==> src/rtl/sound_sequencer.sv <==
// Timed command player: a FIFO of note/wait words feeds one-cycle writes to the
// 4-channel square-wave sound block, paced by a tick prescaler.
module sound_sequencer #(
  parameter int DEPTH    = 16,
  parameter int TICK_DIV = 1000
) (
  input  logic                     clk,
  input  logic                     rst,
  input  logic                     en,
  input  logic                     wr_en,
  input  logic                     addr,
  input  logic [15:0]              data_in,
  input  logic                     flush,
  output logic                     snd_wr_en,
  output logic [15:0]              snd_data,
  output logic                     fifo_empty,
  output logic                     fifo_full,
  output logic [$clog2(DEPTH):0]   fifo_count,
  output logic                     overflow,
  output logic                     busy
);

  localparam int AW = $clog2(DEPTH);
  localparam int PW = (TICK_DIV > 1) ? $clog2(TICK_DIV) : 1;
  localparam logic [PW-1:0] PRESC_LAST = PW'(TICK_DIV - 1);

  typedef enum logic [1:0] {ST_RUN, ST_WAIT, ST_SILENCE} state_t;

  state_t        state, next_state;
  logic [16:0]   mem [DEPTH];
  logic [AW-1:0] wr_ptr, rd_ptr;
  logic [AW:0]   count;
  logic [15:0]   wait_cnt;
  logic [PW-1:0] presc;
  logic [1:0]    sil_idx;

  logic [16:0]   head;
  logic          push_req, do_push, do_pop, wait_done, load_wait;

  assign head       = mem[rd_ptr];
  assign push_req   = en && wr_en;
  assign fifo_count = count;
  assign fifo_empty = (count == '0);
  assign fifo_full  = (count == (AW+1)'(DEPTH));
  assign busy       = (state != ST_RUN) || !fifo_empty;

  // The final prescaler wrap of a wait doubles as a pop slot, so the entry after
  // a wait of W pops exactly W*TICK_DIV edges after the wait itself popped.
  assign wait_done  = (state == ST_WAIT) && (presc == PRESC_LAST) && (wait_cnt == 16'd1);
  assign do_push    = push_req && !fifo_full && !flush;
  assign do_pop     = !flush && !fifo_empty && ((state == ST_RUN) || wait_done);
  assign load_wait  = do_pop && head[16] && (head[15:0] != 16'd0);

  always_ff @(posedge clk or posedge rst) begin
    if (rst) state <= ST_RUN;
    else     state <= next_state;
  end

  always_comb begin
    next_state = state;
    if (flush) begin
      next_state = ST_SILENCE;
    end else begin
      case (state)
        ST_RUN:     if (load_wait) next_state = ST_WAIT;
        ST_WAIT:    if (wait_done) next_state = load_wait ? ST_WAIT : ST_RUN;
        ST_SILENCE: if (sil_idx == 2'd3) next_state = ST_RUN;
        default:    next_state = ST_RUN;
      endcase
    end
  end

  always_ff @(posedge clk) begin
    if (do_push) mem[wr_ptr] <= {addr, data_in};
  end

  // snd_wr_en is a single-cycle strobe; snd_data is only meaningful while it is high.
  always_ff @(posedge clk or posedge rst) begin
    if (rst) begin
      wr_ptr    <= '0;
      rd_ptr    <= '0;
      count     <= '0;
      overflow  <= 1'b0;
      wait_cnt  <= '0;
      presc     <= '0;
      sil_idx   <= '0;
      snd_wr_en <= 1'b0;
      snd_data  <= '0;
    end else begin
      snd_wr_en <= 1'b0;
      if (flush) begin
        wr_ptr   <= '0;
        rd_ptr   <= '0;
        count    <= '0;
        overflow <= 1'b0;
        wait_cnt <= '0;
        presc    <= '0;
        sil_idx  <= '0;
      end else begin
        if (push_req && fifo_full) overflow <= 1'b1;
        if (do_push) wr_ptr <= wr_ptr + AW'(1);
        if (do_pop)  rd_ptr <= rd_ptr + AW'(1);
        case ({do_push, do_pop})
          2'b10:   count <= count + (AW+1)'(1);
          2'b01:   count <= count - (AW+1)'(1);
          default: count <= count;
        endcase

        if (do_pop && !head[16]) begin
          snd_data  <= head[15:0];
          snd_wr_en <= 1'b1;
        end

        if (load_wait) begin
          wait_cnt <= head[15:0];
          presc    <= '0;
        end else if (state == ST_WAIT) begin
          if (presc == PRESC_LAST) begin
            presc    <= '0;
            wait_cnt <= wait_cnt - 16'd1;
          end else begin
            presc <= presc + PW'(1);
          end
        end

        if (state == ST_SILENCE) begin
          snd_data  <= {sil_idx, 14'd0};
          snd_wr_en <= 1'b1;
          sil_idx   <= sil_idx + 2'd1;
        end
      end
    end
  end

endmodule

==> config.mk <==
export PLATFORM = sky130hd
export DESIGN_NAME = sound_sequencer
export DESIGN_NICKNAME = d
export VERILOG_FILES = /design/src/rtl/sound_sequencer.sv
export SDC_FILE = /design/constraint.sdc
export NUM_CORES = 1
export LEC_CHECK = 0
export CORE_MARGIN = 2
export CORE_UTILIZATION = 57
export CTS_CLUSTER_DIAMETER = 80
export DETAILED_ROUTE_END_ITERATION = 7
export PLACE_DENSITY = 0.77
export SYNTH_ARGS = -nofsm -noshare
export SYNTH_HDL_FRONTEND = slang
export SYNTH_SLANG_ARGS = --single-unit
==> constraint.sdc <==
create_clock -name clk -period 3.95 [get_ports clk]
set_input_delay 0.79 -clock clk [delete_from_list [all_inputs] [get_ports clk]]
set_output_delay 0.79 -clock clk [all_outputs]
set_load 0.03 [all_outputs]
==> images/placement.png <==
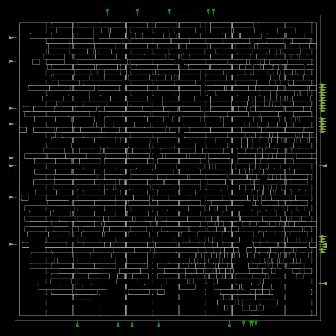
fillers: 1548
core area: 23500 um^2
final std cells w/o fill: 1203

==> images/clk_routes.png <==
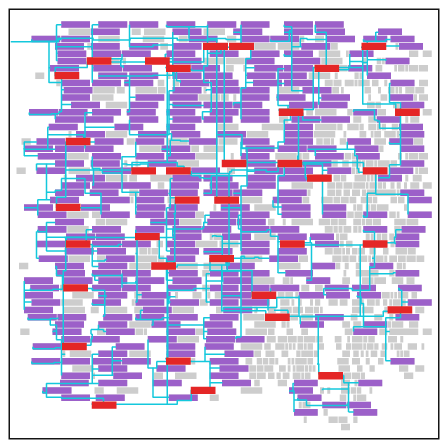
Key: cyan = clock wires [length 3510 um]; purple = flip-flops [count 333]; red = clock drivers [count 35]
Position of the flops: all over the die. There are 36 routed clock nets.

==> flow_summary.json <==
{
  "ys.flop_type": "edfxtp_1",
  "ys_sh_mux": 0.119,
  "synth.distinct_cells": 54,
  "place_congestion": 0.900,
  "netlist_area_um2": 13700,
  "ys_warn_count": 0,
  "largest_reg_flops": 272,
  "finalInstanceArea_um2": 15800,
  "seqPwrFrac": 0.524,
  "die_area_um2": 25300,
  "fp_nets": 813,
  "edf_count": 272,
  "antenna_found_initial": 0,
  "yosys_cells": 780,
  "hold_path_class": "flop to flop",
  "routedWlPerCell_um": 25.0,
  "outcome": "finished, final reports clean",
  "hold_buffers": 0,
  "leakage_uw": 0.00534,
  "first_global_vias": 7857,
  "fin_ws_ns": 0.254
}
==> images/logic_types.png <==
Bar = 50 um.
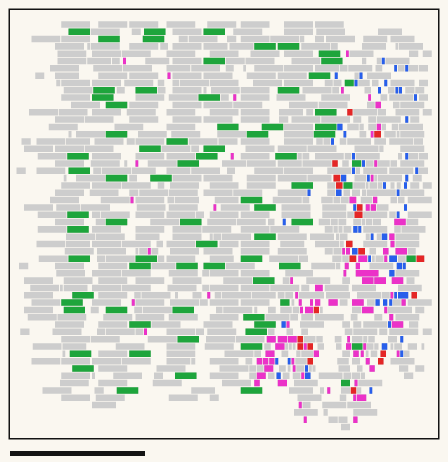
Key: blue = nand cells [cells 58, where a vertical strip on the right]; green = mux cells [cells 76]; red = and/or cells [cells 20]; magenta = nor cells [cells 88]

[layer usage]
layer / vias up / GRT usage / share of wire / wire [um]
met3: 76 / 0.0451 / 0.082 / 2470
met4: 0 / 0.0959 / 0.034 / 1020
met1: 3818 / 0.318 / 0.38 / 11400
li1: 3243 / - / - / -
met2: 336 / 0.406 / 0.51 / 15200
met5: - / 0 / 0 / 0
[cell usage after synthesis, drive strengths merged (2+ instances only)]
cell / number
a211oi: 11
a21oi: 15
a22o: 24
a22oi: 9
a31o: 5
a31oi: 3
and2: 10
buf: 19
clkbuf: 28
dfrtp: 61
edfxtp: 272
ha: 11
inv: 15
mux2i: 6
mux4: 69
nand2: 42
nand2b: 3
nand3: 5
nand4: 6
nor2: 46
nor2b: 5
nor3: 22
nor4: 13
o211a: 2
o21ai: 9
o31ai: 12
or4: 6
xnor2: 19
xor2: 16
[power by group through the flow]
stage	clock network (uW)	logic, uW	registers (uW)
after floorplan	0	289	4010
after global placement	0	537	3970
after detailed placement	0	554	3970
after CTS	3040	555	3900
after global routing	3180	597	3910
final	3000	551	3900
[worst paths after layout]
path	slack [ns]	cells after the start	end	startpoint
worst max register to register	0.25	11	fifo_count[4]	wait_cnt[9]
worst max-delay path	0.25	11	fifo_count[4]	wait_cnt[9]
min in group asynchronous	0.89	2	rd_ptr[3]	rst
max in group asynchronous	2.30	2	rd_ptr[0]	rst
worst min-delay path	0.48	2	snd_data[6]	snd_data[6]
worst min register to register	0.48	2	snd_data[6]	snd_data[6]
[layout make-up]
cell class	instances	area, um^2	share of cell area
Clock buffer	45	913	0.0578
Clock inverter	14	118	0.00744
Inverter	16	60.1	0.00380
Multi-Input combinational cell	384	3770	0.239
Sequential cell	333	9700	0.614
Tap cell	319	399	0.0253
Timing Repair Buffer	92	841	0.0532
